**Run 1: sequential cells grouped by signal name**

Scale: 3 px per um.
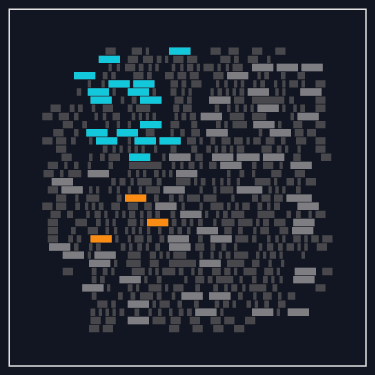
**Run 1: clock nets**

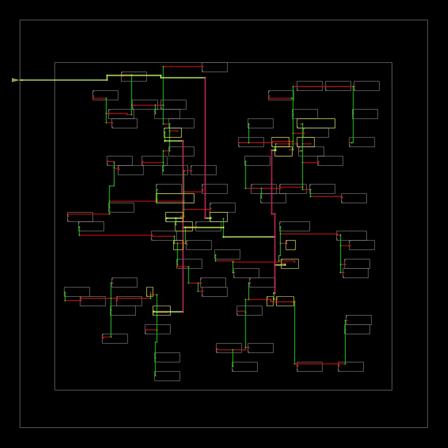
**Run 1: power grid**

Scale: 3 px per um. Pins as bars on the die edge.
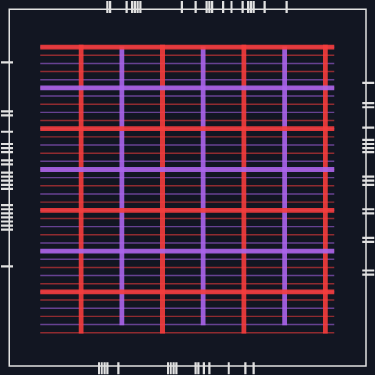
**src/rtl/scan_ctrl_pkg.sv**
```systemverilog
// Shared types and defaults for the scan-test sequencer and its MISR.
package scan_ctrl_pkg;

  localparam int CNT_W = 16;

  // x^16 + x^12 + x^3 + x + 1
  localparam logic [15:0] DEF_MISR_POLY = 16'h100B;
  localparam logic [15:0] DEF_MISR_SEED = 16'h0000;

  typedef enum logic [2:0] {
    ST_IDLE,
    ST_LOAD,
    ST_CAPTURE,
    ST_SHIFT,
    ST_UNLOAD,
    ST_DONE
  } state_t;

endpackage

```
**src/rtl/misr_reg.sv**
```systemverilog
// Multiple-input signature register: Galois-style shift with per-bit
// feedback taps, XORing N parallel scan-out bits into the low bits.
module misr_reg #(
  parameter int           W    = 16,
  parameter int           N    = 4,
  parameter logic [W-1:0] POLY = 16'h100B,
  parameter logic [W-1:0] SEED = 16'h0000
) (
  input  logic         CLK,
  input  logic         reset,
  input  logic         init,
  input  logic         en,
  input  logic [N-1:0] din,
  output logic [W-1:0] sig
);

  logic [W-1:0] din_ext;
  logic [W-1:0] fb_mask;
  logic [W-1:0] sig_next;

  assign din_ext  = W'(din);
  assign fb_mask  = sig[W-1] ? POLY : '0;
  // Bit 0 shifts in a zero, so only the feedback tap and din[0] reach it.
  assign sig_next = {sig[W-2:0], 1'b0} ^ fb_mask ^ din_ext;

  // NOTE: sequential state is assigned with <= so every register samples
  // the pre-edge value of its neighbours, which is what a shift chain needs.
  always_ff @(posedge CLK) begin
    if (reset || init) begin
      sig <= SEED;
    end else if (en) begin
      sig <= sig_next;
    end
  end

endmodule

```
**src/rtl/scan_misr_ctrl.sv**
```systemverilog
// Scan-test sequencer: drives scan_en through load/capture/unload for a
// number of patterns, compacts scan-out into a MISR and checks the result.
module scan_misr_ctrl
  import scan_ctrl_pkg::*;
#(
  parameter int                    NUM_CHAINS = 4,
  parameter int                    CHAIN_LEN  = 8,
  parameter int                    MISR_WIDTH = 16,
  parameter logic [MISR_WIDTH-1:0] MISR_POLY  = DEF_MISR_POLY,
  parameter logic [MISR_WIDTH-1:0] MISR_SEED  = DEF_MISR_SEED
) (
  input  logic                  CLK,
  input  logic                  reset,
  input  logic                  start,
  input  logic [CNT_W-1:0]      num_patterns,
  input  logic [MISR_WIDTH-1:0] expected_sig,
  input  logic [NUM_CHAINS-1:0] ScanChainOut,
  output logic                  scan_en,
  output logic                  busy,
  output logic                  done,
  output logic                  pass,
  output logic [MISR_WIDTH-1:0] signature,
  output logic [CNT_W-1:0]      pattern_cnt
);

  localparam int             SC_W       = (CHAIN_LEN > 1) ? $clog2(CHAIN_LEN) : 1;
  localparam logic [SC_W-1:0] SHIFT_LAST = SC_W'(CHAIN_LEN - 1);

  state_t                  state;
  state_t                  state_next;
  logic [SC_W-1:0]         shift_cnt;
  logic [CNT_W-1:0]        num_pat_q;
  logic [MISR_WIDTH-1:0]   exp_sig_q;
  logic [CNT_W-1:0]        cnt_inc;
  logic                    start_ok;
  logic                    shifting;
  logic                    compact;
  logic                    shift_last;

  assign start_ok   = start && (state == ST_IDLE || state == ST_DONE);
  assign shift_last = (shift_cnt == SHIFT_LAST);
  // pattern_cnt never exceeds num_pat_q (max 16'hFFFF), so this cannot wrap.
  assign cnt_inc    = pattern_cnt + 1'b1;

  always_ff @(posedge CLK) begin
    if (reset) begin
      state <= ST_IDLE;
    end else begin
      state <= state_next;
    end
  end

  // NOTE: every output of this block gets a default first, so no path through
  // the case statement can leave a signal unassigned and infer a latch.
  always_comb begin
    state_next = state;
    shifting   = 1'b0;
    compact    = 1'b0;
    busy       = 1'b0;
    unique case (state)
      ST_IDLE, ST_DONE: begin
        if (start_ok) begin
          state_next = (num_patterns == '0) ? ST_DONE : ST_LOAD;
        end
      end
      ST_LOAD: begin
        shifting = 1'b1;
        busy     = 1'b1;
        if (shift_last) state_next = ST_CAPTURE;
      end
      ST_CAPTURE: begin
        busy       = 1'b1;
        state_next = (cnt_inc < num_pat_q) ? ST_SHIFT : ST_UNLOAD;
      end
      ST_SHIFT: begin
        shifting = 1'b1;
        compact  = 1'b1;
        busy     = 1'b1;
        if (shift_last) state_next = ST_CAPTURE;
      end
      ST_UNLOAD: begin
        shifting = 1'b1;
        compact  = 1'b1;
        busy     = 1'b1;
        if (shift_last) state_next = ST_DONE;
      end
      default: state_next = ST_IDLE;
    endcase
  end

  assign scan_en = shifting;
  assign done    = (state == ST_DONE);

  always_ff @(posedge CLK) begin
    if (reset) begin
      shift_cnt   <= '0;
      pattern_cnt <= '0;
      num_pat_q   <= '0;
      exp_sig_q   <= '0;
    end else begin
      if (shifting) begin
        shift_cnt <= shift_last ? '0 : shift_cnt + 1'b1;
      end else begin
        shift_cnt <= '0;
      end

      if (start_ok) begin
        pattern_cnt <= '0;
        num_pat_q   <= num_patterns;
        exp_sig_q   <= expected_sig;
      end else if (state == ST_CAPTURE) begin
        pattern_cnt <= cnt_inc;
      end
    end
  end

  misr_reg #(
    .W    (MISR_WIDTH),
    .N    (NUM_CHAINS),
    .POLY (MISR_POLY),
    .SEED (MISR_SEED)
  ) u_misr (
    .CLK   (CLK),
    .reset (reset),
    .init  (start_ok),
    .en    (compact),
    .din   (ScanChainOut),
    .sig   (signature)
  );

  // Both operands are registers frozen throughout DONE, so the verdict is
  // settled from the first DONE cycle and stable until the next start.
  assign pass = done && (signature == exp_sig_q);

endmodule

```
**config.mk**
```make
export PLATFORM = sky130hd
export DESIGN_NAME = scan_misr_ctrl
export DESIGN_NICKNAME = d
export VERILOG_FILES = /design/src/rtl/scan_ctrl_pkg.sv /design/src/rtl/misr_reg.sv /design/src/rtl/scan_misr_ctrl.sv
export SDC_FILE = /design/constraint.sdc
export NUM_CORES = 1
export LEC_CHECK = 0
export ABC_AREA = 1
export CELL_PAD_IN_SITES_DETAIL_PLACEMENT = 1
export CELL_PAD_IN_SITES_GLOBAL_PLACEMENT = 1
export CORE_MARGIN = 10
export CORE_UTILIZATION = 37
export CTS_CLUSTER_SIZE = 8
export DETAILED_ROUTE_END_ITERATION = 12
export HOLD_SLACK_MARGIN = 0.1
export PLACE_DENSITY = 0.79
export SKIP_LAST_GASP = 1
export SYNTH_ARGS = -nofsm -noshare
export SYNTH_HDL_FRONTEND = slang
export SYNTH_SLANG_ARGS = --single-unit
```
**constraint.sdc**
```tcl
create_clock -name CLK -period 2.75 [get_ports CLK]
set_input_delay 0.275 -clock CLK [delete_from_list [all_inputs] [get_ports CLK]]
set_output_delay 0.275 -clock CLK [all_outputs]
set_load 0.01 [all_outputs]
```
==> impl_metrics.toml, run 1 <==
# physical design summary
[clock_tree]
clock.latency.late_pin_ns = 0.34
h-tree-depth = 3
cts_root_buf = "clkbuf_8"
clk_pin_slew_ns = 0.07
cts_tree = "built"
cts_max_path_buffers = 2

[grt]
grt_pass1_vias = 3461
antenna_found_initial = 0
track_usage_pct = 14.84
grt-busiest-layer = "met2"
grt_pass1_wl_um = 17300
use_met3_pct = 3.855
grt.overflow.total = 0
grt_max_degree = 52
grtUsageMet2_pct = 23.85

[final_layout]
n_antenna_cell = 0
register_area_sq_um = 1410
area_growth_pct = 30.32
final_area_sq_um = 4673
layoutNonFillerInstCount = 683
n_fill_cell = 1175
drive_gt1_share_pct = 10.47
comb_share_pct = 39.49
nMultiInputCombCells = 324
logic_area_sq_um = 1846
nonClockInverterCount = 62
area_share_clock_buf_inv_pct = 4.766
n_all_buffers = 82
buffer_area_share_pct = 17.14
layout.nets = 606
clock_buffers = 10

[floorplanning]
tapCellCount = 129
rows = 35
fp-utilization_pct = 38.44
io_pins = 75

[timing]
finalSetupTns_ns = 0
max_clock_freq_mhz = 391.3
finalSetupViolations = 0
hold_violations = 0
maxSlewViolCount = 0
fin_hold_ws_ns = 0.4355
worstMarginPinSlew_ns = 0.4833

[hold_path]
hold_end = "shift_cnt[0]$_SDFF_PP0_"
hold_depth = 1
min_from = "shift_cnt[0]$_SDFF_PP0_"

[detailed_routing]
initialDrtViolationCount = 151
dr.pass1.iters = 4
wl_met1_um = 5059
vias = 3318
highest_layer = "met4"
wl_um = 10510
drc = 0

[worst_setup_path]
crit_start = "pattern_cnt[0]$_SDFFE_PP0N_"
reg2reg_from = "pattern_cnt[0]$_SDFFE_PP0N_"
cp.required_ns = 3.02
reg2reg_depth = 14
cp_cell_sequence = "nand3_2, nor3_4, nand2_2, nor3b_2, xnor2_1, inv_1, ha_1, a21oi_1, o21ai_0, nor2_1, nand3_1, nand2_1, nand2_1, a21oi_2"
cp.arrival_ns = 2.83
endpoint_kind = "register"
cp.depth = 14
critPathMaxStageDelay_ns = 0.38
start_kind = "register"
r2r_end = "state[0]$_SDFFE_PP0P_"

[yosys]
yosys_warnings = 0
yosys_most_used_dff = "dfxtp_1"
netlist_area_sq_um = 3586
yosysTopAreaCell = "dfxtp_1"
postSynthNetCount = 542
ys_sh_xor_pct = 5.373
synth_simple_gate_area_share_pct = 19.71
ys_cells = 485
synth-edff-count = 0
compound_area_share_pct = 17.97
ys_seq_share_pct = 39.08
ys_types = 33
syn_avg_cell_area_sq_um = 7.394
yosys_area_sq_um = 3586
ys_ff = 70

[power_and_ir_drop]
ir_drop_v = 0.0003471
sw_frac_of_total_pct = 36.52
power_mw = 3.509
clkPwrFrac_pct = 26.6
powerComb_mw = 1.23
cellPowerDensity_nw_per_um2 = 750.8
p_seq_share_pct = 38.4

[place]
dp_slack_ns = 0.08784
routabilityCongestion = 0.9187
port_buffers = 74

[outcome]
run_status = "complete, no violations"
-- 'sequential cells grouped by signal name' (at the start) --
| name in the netlist | colour | placed flops |
|---|---|---|
| exp_sig_q | cyan | 16 |
| state | orange | 3 |
not coloured: 51
total sequential power: 1.35 mW
fin util: 50.10%
Seq area share: 30.17%

-- 'clock nets' (at the start) --
Power Clock: 933 uW
Worst Clk Skew: 0.007181 ns

-- 'power grid' (at the start) --
| net | colour |
|---|---|
| VDD | purple |
| VSS | red |
met5 straps: 7
met4 straps: 7
die height: 118.4 um
CORE AREA: 9328 sq um
die width: 118.4 um

-- run 1: cell usage in the layout, fill, tap and decap left out, types with 8 or more instances in the layout --
cell             instances
xor2_1                  13
nor2_1                  56
clkdlybuf4s50_1         74
ha_1                    16
buf_4                    8
o21ai_0                 46
a21oi_1                 50
dfxtp_1                 67
inv_1                   57
clkbuf_8                10
nand2_1                 74
-- run 1: state kept, by name, indices dropped and copies added, names as in the netlist --
signal and count:
state 3, exp_sig_q 16, pattern_cnt 16, num_pat_q 16, shift_cnt 3, u_misr.sig 16
-- run 1: cell usage after synthesis, drive strengths merged (3+ instances only) --
library cell,count
a211oi,7
a21oi,53
a221oi,3
buf,22
clkbuf,7
dfxtp,70
ha,18
inv,62
nand2,82
nand3,8
nand4,4
nor2,58
nor3,7
o21ai,48
o22ai,4
or2,3
xnor2,7
xor2,15
## Run 2: what changed since run 1
SETUP_SLACK_MARGIN = 0.2   (was unset)
TNS_END_PERCENT = 1   (was unset)
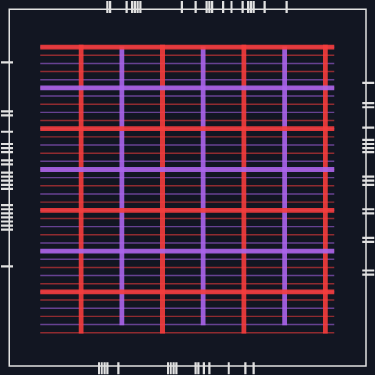
**Above:** run 2 (power grid).
Scale: 3 px per um. Pins as bars on the die edge.
VDD IR max: 0.0003459 V

==> run 2 against run 1 <==
Compared with the run above: cell count is 0.59% higher; sequential share of layout area is 0.69 points lower; core utilization is 1.3 points higher; total power is 2.1% higher; via count is 1.3% higher; routed wire length is 3.8% higher; largest power group unchanged.
==> impl_metrics.toml, run 2 <==
# physical design summary
[worst_setup_path]
cp.required_ns = 3.02
crit_start = "pattern_cnt[0]$_SDFFE_PP0N_"
start_kind = "register"
r2r_end = "state[0]$_SDFFE_PP0P_"
reg2reg_depth = 15
cp.arrival_ns = 2.75
cp.depth = 15
endpoint_kind = "register"
critPathMaxStageDelay_ns = 0.40

[yosys]
yosys_area_sq_um = 3586
synth-edff-count = 0
postSynthNetCount = 542
ys_cells = 485
ys_sh_xor_pct = 5.373
ys_seq_share_pct = 39.08
compound_area_share_pct = 17.97
yosysTopAreaCell = "dfxtp_1"
synth_simple_gate_area_share_pct = 19.71
syn_avg_cell_area_sq_um = 7.394
yosys_most_used_dff = "dfxtp_1"
yosys_warnings = 0
synthMostInstantiatedCell = "nand2_1"
synthTopCellsByCount = "nand2_1, dfxtp_1, inv_1, nor2_1, a21oi_1"
netlist_area_sq_um = 3586
ys_ff = 70
ys_types = 33

[detailed_routing]
dr.pass1.iters = 4
highest_layer = "met4"
wl_um = 10910
initialDrtViolationCount = 162
wl_met1_um = 5138
vias = 3361
drc = 0

[floorplanning]
core-area_sq_um = 9328
fp-utilization_pct = 38.44
io_pins = 75
fp.dieW_um = 118.4
rows = 35
die-height_um = 118.4

[final_layout]
layout_top_cells = "clkdlybuf4s50_1, nand2_1, dfxtp_1, inv_1, nor2_1"
area_growth_pct = 33.71
n_antenna_cell = 0
final_area_sq_um = 4795
register_area_sq_um = 1414
lay_top_count = "clkdlybuf4s50_1"
layout.nets = 610
drive_gt1_share_pct = 13.62
layoutNonFillerInstCount = 687
n_fill_cell = 1162

[grt]
grt_pass1_vias = 3464
grt_max_degree = 52
grtUsageMet2_pct = 24.06
grt-busiest-layer = "met2"
antenna_found_initial = 0
grt.overflow.total = 0

[clock_tree]
cts_root_buf = "clkbuf_8"
h-tree-depth = 3
clk_pin_slew_ns = 0.07

[hold_path]
hold_depth = 1
hold_end = "shift_cnt[0]$_SDFF_PP0_"
min_from = "shift_cnt[0]$_SDFF_PP0_"

[timing]
worstMarginPinSlew_ns = 0.4953
hold_violations = 0
finalSetupViolations = 0
max_clock_freq_mhz = 403.3
maxSlewViolCount = 0
fin_hold_ws_ns = 0.4372

[outcome]
run_status = "complete, no violations"

[place]
dp_slack_ns = 0.08784
port_buffers = 74
routabilityCongestion = 0.9187

[power_and_ir_drop]
pg_seq_mw = 1.35
powerComb_mw = 1.30
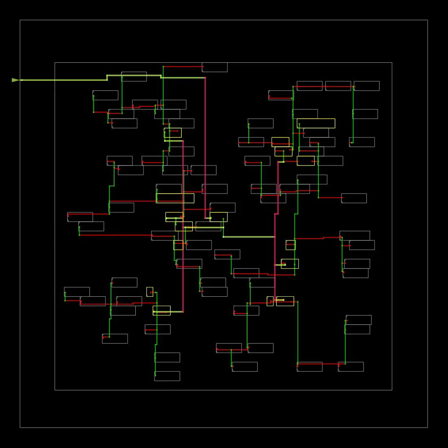
**Above:** run 2 (clock nets).
Power Clock: 936 uW
Worst Clk Skew: 0.006136 ns
Clock Sink Count: 70
Latency at later pin: 0.34 ns
CLK BUF: 10

-- run 2: cell types whose count changed in the layout (fill, tap and decap cells not counted), moves of 3 or more --
| cell | change |
|---|---|
| ha_4 | +4 |
| nand2_1 | -3 |
| ha_1 | -3 |
| buf_4 | +4 |
-- run 2: metrics by stage --
step / power, mW / util, %
after floorplan: 2.177 / -
after global routing: 3.859 / 51.40
after CTS: 3.516 / 49.01
after global placement: 2.504 / 46.56
after detailed placement: 2.570 / 46.56
final: 3.583 / 51.40
-- run 2: layout make-up --
| type | instances | share of cell area (%) |
|---|---|---|
| inverter | 62 | 4.854 |
| clock inverter | 6 | 1.775 |
| timing repair buffer | 86 | 17.33 |
| sequential | 70 | 29.49 |
| multi-input combinational | 324 | 40.32 |
| clock buffer | 10 | 2.871 |
| tap | 129 | 3.366 |
## Run 3: what changed since run 2
CAP_MARGIN = 20   (was unset)
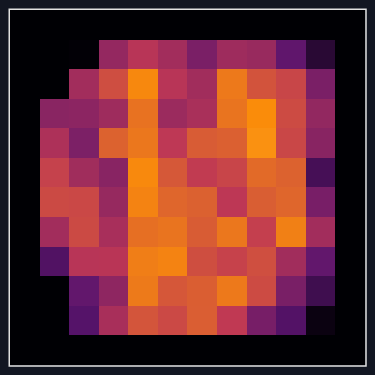
**Above:** run 3 (placement density heat map).
Scale: 3 px per um. 12 x 12 tiles, from black (low) to pale yellow (high), 0 to 100% covered.
densest ninth of the die: centre
fullest tile: 76%
mean over tiles: 33%
nearly empty tiles: 34%

==> run 3 against run 2 <==
Compared with the run above: sequential cell count is the same; synthesized cell count did not move; worst setup slack unchanged; critical path type unchanged; global-route usage is the same; clock power about the same; register-to-register slack is essentially flat; largest cell class unchanged; combinational power barely moved; critical path depth did not move.
==> impl_metrics.toml, run 3 <==
# physical design summary
[clock_tree]
clk_pin_slew_ns = 0.07
clkSinkCount = 70
h-tree-depth = 3
clock.latency.late_pin_ns = 0.34
cts_root_buf = "clkbuf_8"

[final_layout]
n_all_buffers = 86
area_share_clock_buf_inv_pct = 4.645
buffer_area_share_pct = 17.33
comb_share_pct = 40.32
area_growth_pct = 33.71
register_area_sq_um = 1414
top_area_cell_class = "combinational gates"
n_antenna_cell = 0
clock_buffers = 10
drive_gt1_share_pct = 13.62
layoutNonFillerInstCount = 687
lay_top_count = "clkdlybuf4s50_1"
nonClockInverterCount = 62
layout.nets = 610
logic_area_sq_um = 1933
n_fill_cell = 1162
utilization_pct = 51.40
sh_seq_area_pct = 29.49
nMultiInputCombCells = 324
layout_top_cells = "clkdlybuf4s50_1, nand2_1, dfxtp_1, inv_1, nor2_1"

[yosys]
yosys_area_sq_um = 3586
synth_simple_gate_area_share_pct = 19.71
ys_types = 33
compound_area_share_pct = 17.97
ys_sh_xor_pct = 5.373
synthMostInstantiatedCell = "nand2_1"
yosys_warnings = 0
syn_avg_cell_area_sq_um = 7.394
netlist_area_sq_um = 3586
synth-edff-count = 0
ys_cells = 485
ys_ff = 70
postSynthNetCount = 542
yosysTopAreaCell = "dfxtp_1"
ys_seq_share_pct = 39.08
yosys-top-cells-area = "dfxtp_1, nand2_1, a21oi_1"

[worst_setup_path]
reg2reg_depth = 15
endpoint_kind = "register"
r2r_end = "state[0]$_SDFFE_PP0P_"
critPathMaxStageDelay_ns = 0.40
start_kind = "register"
crit_start = "pattern_cnt[0]$_SDFFE_PP0N_"
cp.arrival_ns = 2.75
reg2reg_from = "pattern_cnt[0]$_SDFFE_PP0N_"
cp.required_ns = 3.02

[detailed_routing]
highest_layer = "met4"
initialDrtViolationCount = 162
drc = 0
wl_met1_um = 5138

[floorplanning]
fp-utilization_pct = 38.44
core-area_sq_um = 9328
fp.dieW_um = 118.4
rows = 35
tapCellCount = 129
io_pins = 75

[grt]
antenna_found_initial = 0
grt-busiest-layer = "met2"
grt_max_degree = 52
grt_pass1_vias = 3464
use_met3_pct = 3.855
grt.overflow.total = 0
grt_pass1_wl_um = 17340

[hold_path]
hold_depth = 1
hold_end = "shift_cnt[0]$_SDFF_PP0_"

[power_and_ir_drop]
power_mw = 3.583
cellPowerDensity_nw_per_um2 = 747.2
ir_drop_v = 0.0003459

[place]
port_buffers = 74
dp_slack_ns = 0.08784
routabilityCongestion = 0.9187

[timing]
hold_violations = 0
maxSlewViolCount = 0
fin_hold_ws_ns = 0.4372
finClkSkew_ns = 0.006136
max_clock_freq_mhz = 403.3
finalSetupViolations = 0
finalSetupTns_ns = 0

[outcome]
run_status = "complete, no violations"
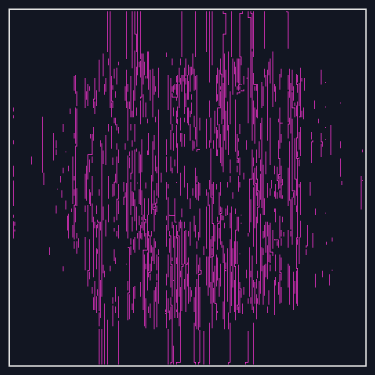
**Above:** run 3 (signal wires on met2).
Scale: 3 px per um.
main direction: vertical
wire length on this layer: 5110 um
share of all routed wire: 47%
longest straight run: 51.0 um
nets with wire on the layer: 529
global-route met2 utilization: 24.06%
routed vias: 3361
DRT Wirelength: 10910 um

## run 3: cell counts in the layout (fill, tap and decap cells not counted)
No cell type changed its count.
## run 3: how the worst max path moves through the flow
stage / cells after the start / to / slack, ns
finish: 15 / state[0]$_SDFFE_PP0P_ / 0.27
global route: 20 / state[0]$_SDFFE_PP0P_ / 0.01
CTS: 20 / state[1]$_SDFFE_PP0P_ / 0.12
detailed placement: 20 / state[1]$_SDFFE_PP0P_ / 0.09
global placement: 20 / state[1]$_SDFFE_PP0P_ / 0.27
floorplan: 20 / state[1]$_SDFFE_PP0P_ / 0.42
## run 3: power breakdown
| group | leakage, nW | internal [mW] | switching (mW) |
|---|---|---|---|
| clock network | 0.108 | 0.532 | 0.404 |
| registers | 0.575 | 1.21 | 0.143 |
| logic | 1.24 | 0.521 | 0.776 |
Power and IR drop assume default switching activity.
